==> run_1/layer_met3.png <==
(3 px per um)
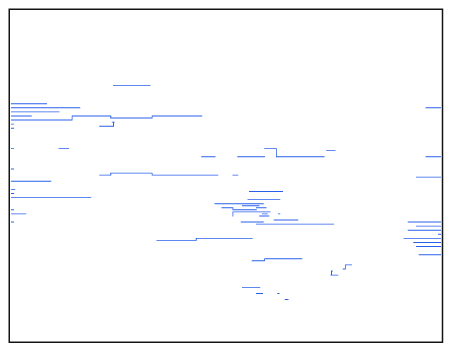
==> run_1/logic_types.png <==
(2 px per um)
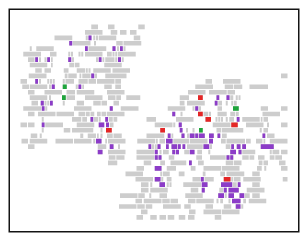
==> run_1/placement_by_type.png <==
(2 px per um) Fill, decap, tap and diode cells in gray.
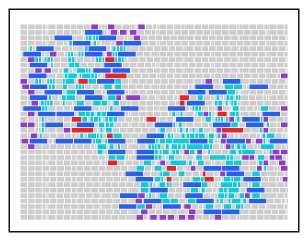
==> run_1/sizes.png <==
(2 px per um)
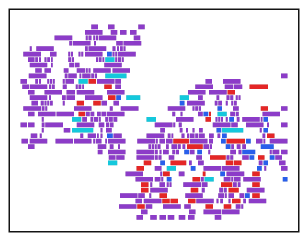
`src/rtl/tdm_pkg.sv`:
```
// Shared types and constants for the TDM serial link: state encodings,
// frame geometry and line-level bit values.
package tdm_pkg;

  typedef enum logic {
    TX_IDLE = 1'b0,
    TX_SEND = 1'b1
  } tx_state_t;

  typedef enum logic [2:0] {
    RX_IDLE    = 3'd0,
    RX_HDR     = 3'd1,
    RX_DATA    = 3'd2,
    RX_PAR     = 3'd3,
    RX_STOP    = 3'd4,
    RX_WAIT_HI = 3'd5
  } rx_state_t;

  localparam logic LINE_IDLE = 1'b1;
  localparam logic START_BIT = 1'b0;
  localparam logic STOP_BIT  = 1'b1;

  function automatic int frame_len(input int ch_w, input int data_w);
    return 1 + ch_w + data_w + 2;
  endfunction

  // Even parity over a zero-extended word (the zero padding does not change it).
  function automatic logic even_parity(input logic [31:0] d);
    return ^d;
  endfunction

endpackage

```
`src/rtl/tdm_rx.sv`:
```
// Deframer for the TDM link: hunts the start bit, collects ID/data/parity,
// checks the stop bit and ID range, and updates per-channel output registers.
module tdm_rx
  import tdm_pkg::*;
#(
  parameter int NUM_CH = 4,
  parameter int DATA_W = 4
) (
  input  logic                     i_clk,
  input  logic                     i_rst_n,
  input  logic                     i_ser,
  output logic [NUM_CH*DATA_W-1:0] o_rx_data,
  output logic [NUM_CH-1:0]        o_rx_valid,
  output logic                     o_parity_err,
  output logic                     o_frame_err
);

  localparam int CH_W  = $clog2(NUM_CH);
  localparam int HW    = CH_W + DATA_W;
  localparam int CNT_W = $clog2(HW + 1);

  rx_state_t                r_state;
  logic [HW-1:0]            r_sh;
  logic [CNT_W-1:0]         r_cnt;
  logic                     r_par;
  logic [NUM_CH*DATA_W-1:0] r_data;
  logic [NUM_CH-1:0]        r_valid;
  logic                     r_perr;
  logic                     r_ferr;

  logic [CH_W-1:0]   w_id;
  logic [DATA_W-1:0] w_word;
  logic              w_id_bad;
  logic              w_par_bad;

  // ID and data sit together in one shift register, ID in the upper bits.
  assign w_id      = r_sh[HW-1 -: CH_W];
  assign w_word    = r_sh[DATA_W-1:0];
  assign w_id_bad  = ({1'b0, w_id} >= (CH_W+1)'(NUM_CH));
  assign w_par_bad = even_parity(32'(w_word)) ^ r_par;

  // Receive state machine; pulses default low and are raised for one cycle.
  always_ff @(posedge i_clk or negedge i_rst_n) begin
    if (!i_rst_n) begin
      r_state <= RX_IDLE;
      r_sh    <= {HW{1'b0}};
      r_cnt   <= {CNT_W{1'b0}};
      r_par   <= 1'b0;
      r_data  <= {(NUM_CH*DATA_W){1'b0}};
      r_valid <= {NUM_CH{1'b0}};
      r_perr  <= 1'b0;
      r_ferr  <= 1'b0;
    end else begin
      r_valid <= {NUM_CH{1'b0}};
      r_perr  <= 1'b0;
      r_ferr  <= 1'b0;
      case (r_state)
        RX_IDLE: begin
          if (i_ser == START_BIT) begin
            r_state <= RX_HDR;
            r_cnt   <= {CNT_W{1'b0}};
          end else begin
            r_state <= RX_IDLE;
          end
        end
        RX_HDR: begin
          r_sh <= {r_sh[HW-2:0], i_ser};
          if (r_cnt == CNT_W'(CH_W - 1)) begin
            r_state <= RX_DATA;
            r_cnt   <= {CNT_W{1'b0}};
          end else begin
            r_cnt <= r_cnt + CNT_W'(1);
          end
        end
        RX_DATA: begin
          r_sh <= {r_sh[HW-2:0], i_ser};
          if (r_cnt == CNT_W'(DATA_W - 1)) begin
            r_state <= RX_PAR;
            r_cnt   <= {CNT_W{1'b0}};
          end else begin
            r_cnt <= r_cnt + CNT_W'(1);
          end
        end
        RX_PAR: begin
          r_par   <= i_ser;
          r_state <= RX_STOP;
        end
        RX_STOP: begin
          // Framing faults take precedence so parity_err never accompanies frame_err.
          if ((i_ser != STOP_BIT) || w_id_bad) begin
            r_ferr  <= 1'b1;
            r_state <= RX_WAIT_HI;
          end else if (w_par_bad) begin
            r_perr  <= 1'b1;
            r_state <= RX_IDLE;
          end else begin
            r_data[w_id*DATA_W +: DATA_W] <= w_word;
            r_valid[w_id]                 <= 1'b1;
            r_state                       <= RX_IDLE;
          end
        end
        RX_WAIT_HI: begin
          if (i_ser == LINE_IDLE) begin
            r_state <= RX_IDLE;
          end else begin
            r_state <= RX_WAIT_HI;
          end
        end
        default: begin
          r_state <= RX_IDLE;
        end
      endcase
    end
  end

  assign o_rx_data    = r_data;
  assign o_rx_valid   = r_valid;
  assign o_parity_err = r_perr;
  assign o_frame_err  = r_ferr;

endmodule

```
`src/rtl/tdm_comm_link.sv`:
```
// TDM serial link top: sweeps enabled channels in ascending order, sending one
// framed word per channel back-to-back on ser_out; ser_in feeds the deframer.
module tdm_comm_link
  import tdm_pkg::*;
#(
  parameter int NUM_CH = 4,
  parameter int DATA_W = 4
) (
  input  logic                     clk,
  input  logic                     rst_n,
  input  logic                     start,
  input  logic [NUM_CH-1:0]        ch_en,
  input  logic [NUM_CH*DATA_W-1:0] ch_data,
  output logic                     busy,
  output logic                     tx_done,
  output logic                     ser_out,
  input  logic                     ser_in,
  output logic [NUM_CH*DATA_W-1:0] rx_data,
  output logic [NUM_CH-1:0]        rx_valid,
  output logic                     parity_err,
  output logic                     frame_err
);

  localparam int CH_W      = $clog2(NUM_CH);
  localparam int FRAME_LEN = frame_len(CH_W, DATA_W);
  localparam int SH_W      = FRAME_LEN - 1;
  localparam int CNT_W     = $clog2(FRAME_LEN);

  tx_state_t                r_state;
  logic [NUM_CH-1:0]        r_en;
  logic [NUM_CH*DATA_W-1:0] r_data;
  logic [CH_W-1:0]          r_cur;
  logic [SH_W-1:0]          r_shift;
  logic [CNT_W-1:0]         r_cnt;
  logic                     r_ser;
  logic                     r_busy;
  logic                     r_done;
  logic                     r_empty_pend;

  logic              w_first_found;
  logic [CH_W-1:0]   w_first_idx;
  logic              w_next_found;
  logic [CH_W-1:0]   w_next_idx;
  logic [DATA_W-1:0] w_first_data;
  logic [DATA_W-1:0] w_next_data;

  // Everything after the start bit, MSB first: ID, data, parity, stop.
  function automatic logic [SH_W-1:0] build_frame(input logic [CH_W-1:0] id,
                                                  input logic [DATA_W-1:0] d);
    return {id, d, even_parity(32'(d)), STOP_BIT};
  endfunction

  // Priority find: lowest enabled channel overall, and lowest above the current one.
  always_comb begin
    w_first_found = 1'b0;
    w_first_idx   = {CH_W{1'b0}};
    w_next_found  = 1'b0;
    w_next_idx    = {CH_W{1'b0}};
    for (int k = NUM_CH - 1; k >= 0; k--) begin
      w_first_found = w_first_found | ch_en[k];
      w_first_idx   = ch_en[k] ? CH_W'(k) : w_first_idx;
      w_next_found  = w_next_found | (r_en[k] && (k > int'(r_cur)));
      w_next_idx    = (r_en[k] && (k > int'(r_cur))) ? CH_W'(k) : w_next_idx;
    end
  end

  assign w_first_data = ch_data[w_first_idx*DATA_W +: DATA_W];
  assign w_next_data  = r_data[w_next_idx*DATA_W +: DATA_W];

  // Transmit state machine with registered line, busy and done outputs.
  always_ff @(posedge clk or negedge rst_n) begin
    if (!rst_n) begin
      r_state      <= TX_IDLE;
      r_en         <= {NUM_CH{1'b0}};
      r_data       <= {(NUM_CH*DATA_W){1'b0}};
      r_cur        <= {CH_W{1'b0}};
      r_shift      <= {SH_W{1'b0}};
      r_cnt        <= {CNT_W{1'b0}};
      r_ser        <= LINE_IDLE;
      r_busy       <= 1'b0;
      r_done       <= 1'b0;
      r_empty_pend <= 1'b0;
    end else begin
      r_done       <= 1'b0;
      r_empty_pend <= 1'b0;
      case (r_state)
        TX_IDLE: begin
          r_ser  <= LINE_IDLE;
          r_busy <= 1'b0;
          // An empty sweep reports completion one cycle after acceptance.
          if (r_empty_pend) begin
            r_done <= 1'b1;
          end else begin
            r_done <= 1'b0;
          end
          if (start) begin
            r_en   <= ch_en;
            r_data <= ch_data;
            if (w_first_found) begin
              r_state <= TX_SEND;
              r_busy  <= 1'b1;
              r_ser   <= START_BIT;
              r_shift <= build_frame(w_first_idx, w_first_data);
              r_cur   <= w_first_idx;
              r_cnt   <= {CNT_W{1'b0}};
            end else begin
              r_empty_pend <= 1'b1;
            end
          end else begin
            r_state <= TX_IDLE;
          end
        end
        TX_SEND: begin
          if (r_cnt != CNT_W'(FRAME_LEN - 1)) begin
            r_ser   <= r_shift[SH_W-1];
            r_shift <= {r_shift[SH_W-2:0], 1'b0};
            r_cnt   <= r_cnt + CNT_W'(1);
          end else if (w_next_found) begin
            r_ser   <= START_BIT;
            r_shift <= build_frame(w_next_idx, w_next_data);
            r_cur   <= w_next_idx;
            r_cnt   <= {CNT_W{1'b0}};
          end else begin
            r_state <= TX_IDLE;
            r_busy  <= 1'b0;
            r_done  <= 1'b1;
            r_ser   <= LINE_IDLE;
          end
        end
        default: begin
          r_state <= TX_IDLE;
          r_busy  <= 1'b0;
          r_ser   <= LINE_IDLE;
        end
      endcase
    end
  end

  assign busy    = r_busy;
  assign tx_done = r_done;
  assign ser_out = r_ser;

  tdm_rx #(
    .NUM_CH (NUM_CH),
    .DATA_W (DATA_W)
  ) u_rx (
    .i_clk        (clk),
    .i_rst_n      (rst_n),
    .i_ser        (ser_in),
    .o_rx_data    (rx_data),
    .o_rx_valid   (rx_valid),
    .o_parity_err (parity_err),
    .o_frame_err  (frame_err)
  );

endmodule
```
`config.mk`:
```
export PLATFORM = sky130hd
export DESIGN_NAME = tdm_comm_link
export DESIGN_NICKNAME = d
export VERILOG_FILES = /design/src/rtl/tdm_pkg.sv /design/src/rtl/tdm_rx.sv /design/src/rtl/tdm_comm_link.sv
export SDC_FILE = /design/constraint.sdc
export NUM_CORES = 1
export LEC_CHECK = 0
export CAP_MARGIN = 5
export CORE_ASPECT_RATIO = 0.75
export CORE_MARGIN = 5
export CORE_UTILIZATION = 27
export CTS_BUF_LIST = sky130_fd_sc_hd__clkbuf_4 sky130_fd_sc_hd__clkbuf_8
export CTS_CLUSTER_SIZE = 16
export DETAILED_ROUTE_END_ITERATION = 8
export PLACE_DENSITY = 0.56
export SLEW_MARGIN = 15
export SYNTH_ARGS = -nofsm -noshare
export SYNTH_HDL_FRONTEND = slang
export SYNTH_SLANG_ARGS = --single-unit
```
`constraint.sdc`:
```
create_clock -name clk -period 2.4 [get_ports clk]
set_input_delay 0.48 -clock clk [delete_from_list [all_inputs] [get_ports clk]]
set_output_delay 0.48 -clock clk [all_outputs]
set_load 0.01 [all_outputs]
```
==> results.tsv, run 1 <==
metric	value	unit
path_common_cell	xnor2_1	
core_region_area	0.01311	mm2
buf_share	14.02	%
synthAdderAreaFrac	4.132	%
synth-async-reset-ratio	100.0	%
worst-path-stages	8	
crit_family	buffers and inverters	
tritoncts	built	
warning_count	34	
outcome	complete, no violations	
num-fill-cells	1296	
power_frac_comb	46.4	%
sh_comb_area	36.28	%
drc	0	
cts_sinks	73	
top_cell	dfrtp_1	
busiest_layer	met2	
hpwl	6504	um
use_met2	17.02	%
max_freq	438.3	MHz
ir_drop	0.0004048	V
syn-num-nets	381	
powerDensity	1281	mW/mm2
whs	0.07846	ns
seq_share	38.69	%
met3_usage	4.451	%
yosys.stat.seqShare	50.31	%
num_vias	2890	
post-route-util	36.07	%
antenna_left	0	
dr.max_layer_used	met4	
use_met1	15.85	%
largestClassByArea	sequential cells	
htreeDepth	3	
yosysTopAreaCell	dfrtp_1	
met1_length	4202	um
p_int	3.744	mW
flop_cell	dfrtp_1	
critPathCaptureType	flop	
synth-edff-count	0	
aoi_share	15.56	%
r2r-end	r_shift[1]$_DFFE_PN0P_	
synthTopCellsByArea	dfrtp_1, mux2_2, nand2_1	
route.met3.wl	545	um
clk_pin_slew	0.08	ns
post_cts_buffers	0	
die_w	144.0	um
grt_antenna_before_repair	0	
power_clock	1.17	mW
nWellTaps	171	
place_area	0.004471	mm2
tightest_slew	0.6313	ns
comb_area	0.001715	mm2
first_pass_iters	4	
period_used_share	95.07	%
syn_inst	345	
Notes on layer_met3.png above:
share of all routed wire: 6.1%
nets with wire on the layer: 46

Notes on logic_types.png above:
legend:
  purple:
    family: aoi and oai cells
    cells: 81
    most_used: o21ai_0
  red:
    family: non-inverting ao/oa cells
    cells: 7
    most_used: o21a_1
  green:
    family: and/or cells
    cells: 4
    most_used: and2_1

Notes on placement_by_type.png above:
legend:
  purple:
    class: remaining buffers and delay cells
    cells: 71
    share_of_their_area: 15%
  blue:
    class: sequential cells
    cells: 73
    share_of_their_area: 41%
  cyan:
    class: combinational and other logic
    cells: 263
    share_of_their_area: 39%
  red:
    class: clock drivers and dummy loads
    cells: 16
    share_of_their_area: 5.4%

Notes on sizes.png above:
legend:
  cyan:
    size: _6 and larger
    cells: 13
    most_used: clkbuf_8
  red:
    size: _2 cells
    cells: 41
    most_used: mux2_2
  blue:
    size: _3 and _4 cells
    cells: 28
    most_used: buf_4
  purple:
    size: _0 and _1 cells
    cells: 341
    most_used: dfrtp_1

run 1: placed cells by master (no fill, tap or decap), drive strengths merged, types with 2 or more instances in the layout:
cell	netlist	final
nand2	62	62
and2	2	2
mux2	26	26
mux4	4	4
o311ai	4	4
o22ai	4	4
clkinvlp	0	2
nor2	10	10
o21bai	3	3
bufinv	0	3
ha	12	12
buf	5	24
a21oi	19	19
xnor2	9	9
nor3b	6	6
clkbuf	4	9
clkdlybuf4s50	0	47
o21a	2	2
o21ai	35	35
nand3	3	3
o32ai	3	3
a222oi	2	2
a311oi	2	2
nand2b	9	9
inv	17	17
mux2i	2	2
nor2b	2	2
a21o	2	2
nor3	7	7
clkinv	0	2
o211ai	3	3
a221oi	2	2
dfrtp	72	72
==> inputs of run 2 (changes only) <==
HOLD_SLACK_MARGIN = 0.02   (was unset)
==> run_2/congestion.png <==
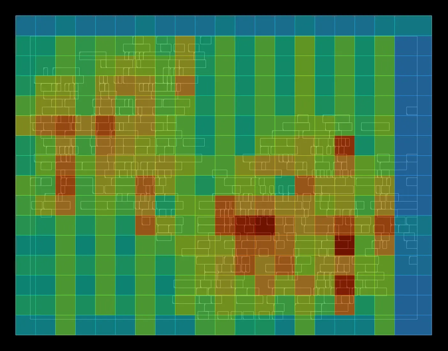
most used routing layer: met2
met3 Use GR: 4.451%
Avg WL per Cell: 15.19 um

==> results.tsv, run 2 <==
metric	value	unit
track_usage	11.61	%
outcome	complete, no violations	
tritoncts	built	
num-fill-cells	1296	
num_vias	2890	
warning_count	34	
flop_cell	dfrtp_1	
place_area	0.004471	mm2
lay_top_cells	dfrtp_1, nand2_1, clkdlybuf4s50_1	
setup_violations	0	
first_pass_iters	4	
power_frac_comb	46.4	%
die_w	144.0	um
drt-vias-per-instance	4.865	
power_clock	1.17	mW
use_met2	17.02	%
core_region_area	0.01311	mm2
met1_length	4202	um
whs	0.07846	ns
post-route-util	36.07	%
syn-num-nets	381	
clk_pin_slew	0.08	ns
top_cell	dfrtp_1	
yosys.stat.seqShare	50.31	%
aoi_share	15.56	%
drc	0	
synth-async-reset-ratio	100.0	%
use_met1	15.85	%
post_cts_buffers	0	
route.met3.wl	545	um
ir_drop	0.0004048	V
io_pins	49	
startpoint_type	input port	
dr.max_layer_used	met4	
p_int	3.744	mW
synthTopCellsByArea	dfrtp_1, mux2_2, nand2_1	
lay_top_count	dfrtp_1	
hpwl	6504	um
setup_ws	0.1184	ns
cts_sinks	73	
critPathCaptureType	flop	
synth-edff-count	0	
powerDensity	1281	mW/mm2
r2r-end	r_shift[1]$_DFFE_PN0P_	
fp_util	27.72	%
period_used_share	95.07	%
grt_antenna_before_repair	0	
synthAdderAreaFrac	4.132	%
htreeDepth	3	
tightest_slew	0.6313	ns
## run 2: cell counts in the layout (fill, tap and decap cells not counted)
No cell type changed its count.
## run 2: layout make-up
type / count / area share (%)
clock buffer: 9 / 2.620
multi-input combinational: 246 / 36.28
tap: 171 / 4.525
timing repair buffer: 71 / 14.02
sequential: 73 / 38.69
inverter: 17 / 1.350
clock inverter: 7 / 2.514
## run 2: worst max-delay path, cell delays in order
cell             delay, ns
clkdlybuf4s50_1       0.50
nor3_2                0.21
buf_4                 0.16
mux4_2                0.54
xnor2_1               0.22
xnor2_1               0.10
a221oi_1              0.22
o21ai_1               0.09
No activity file was given, so power comes from the tool's default toggle rates.
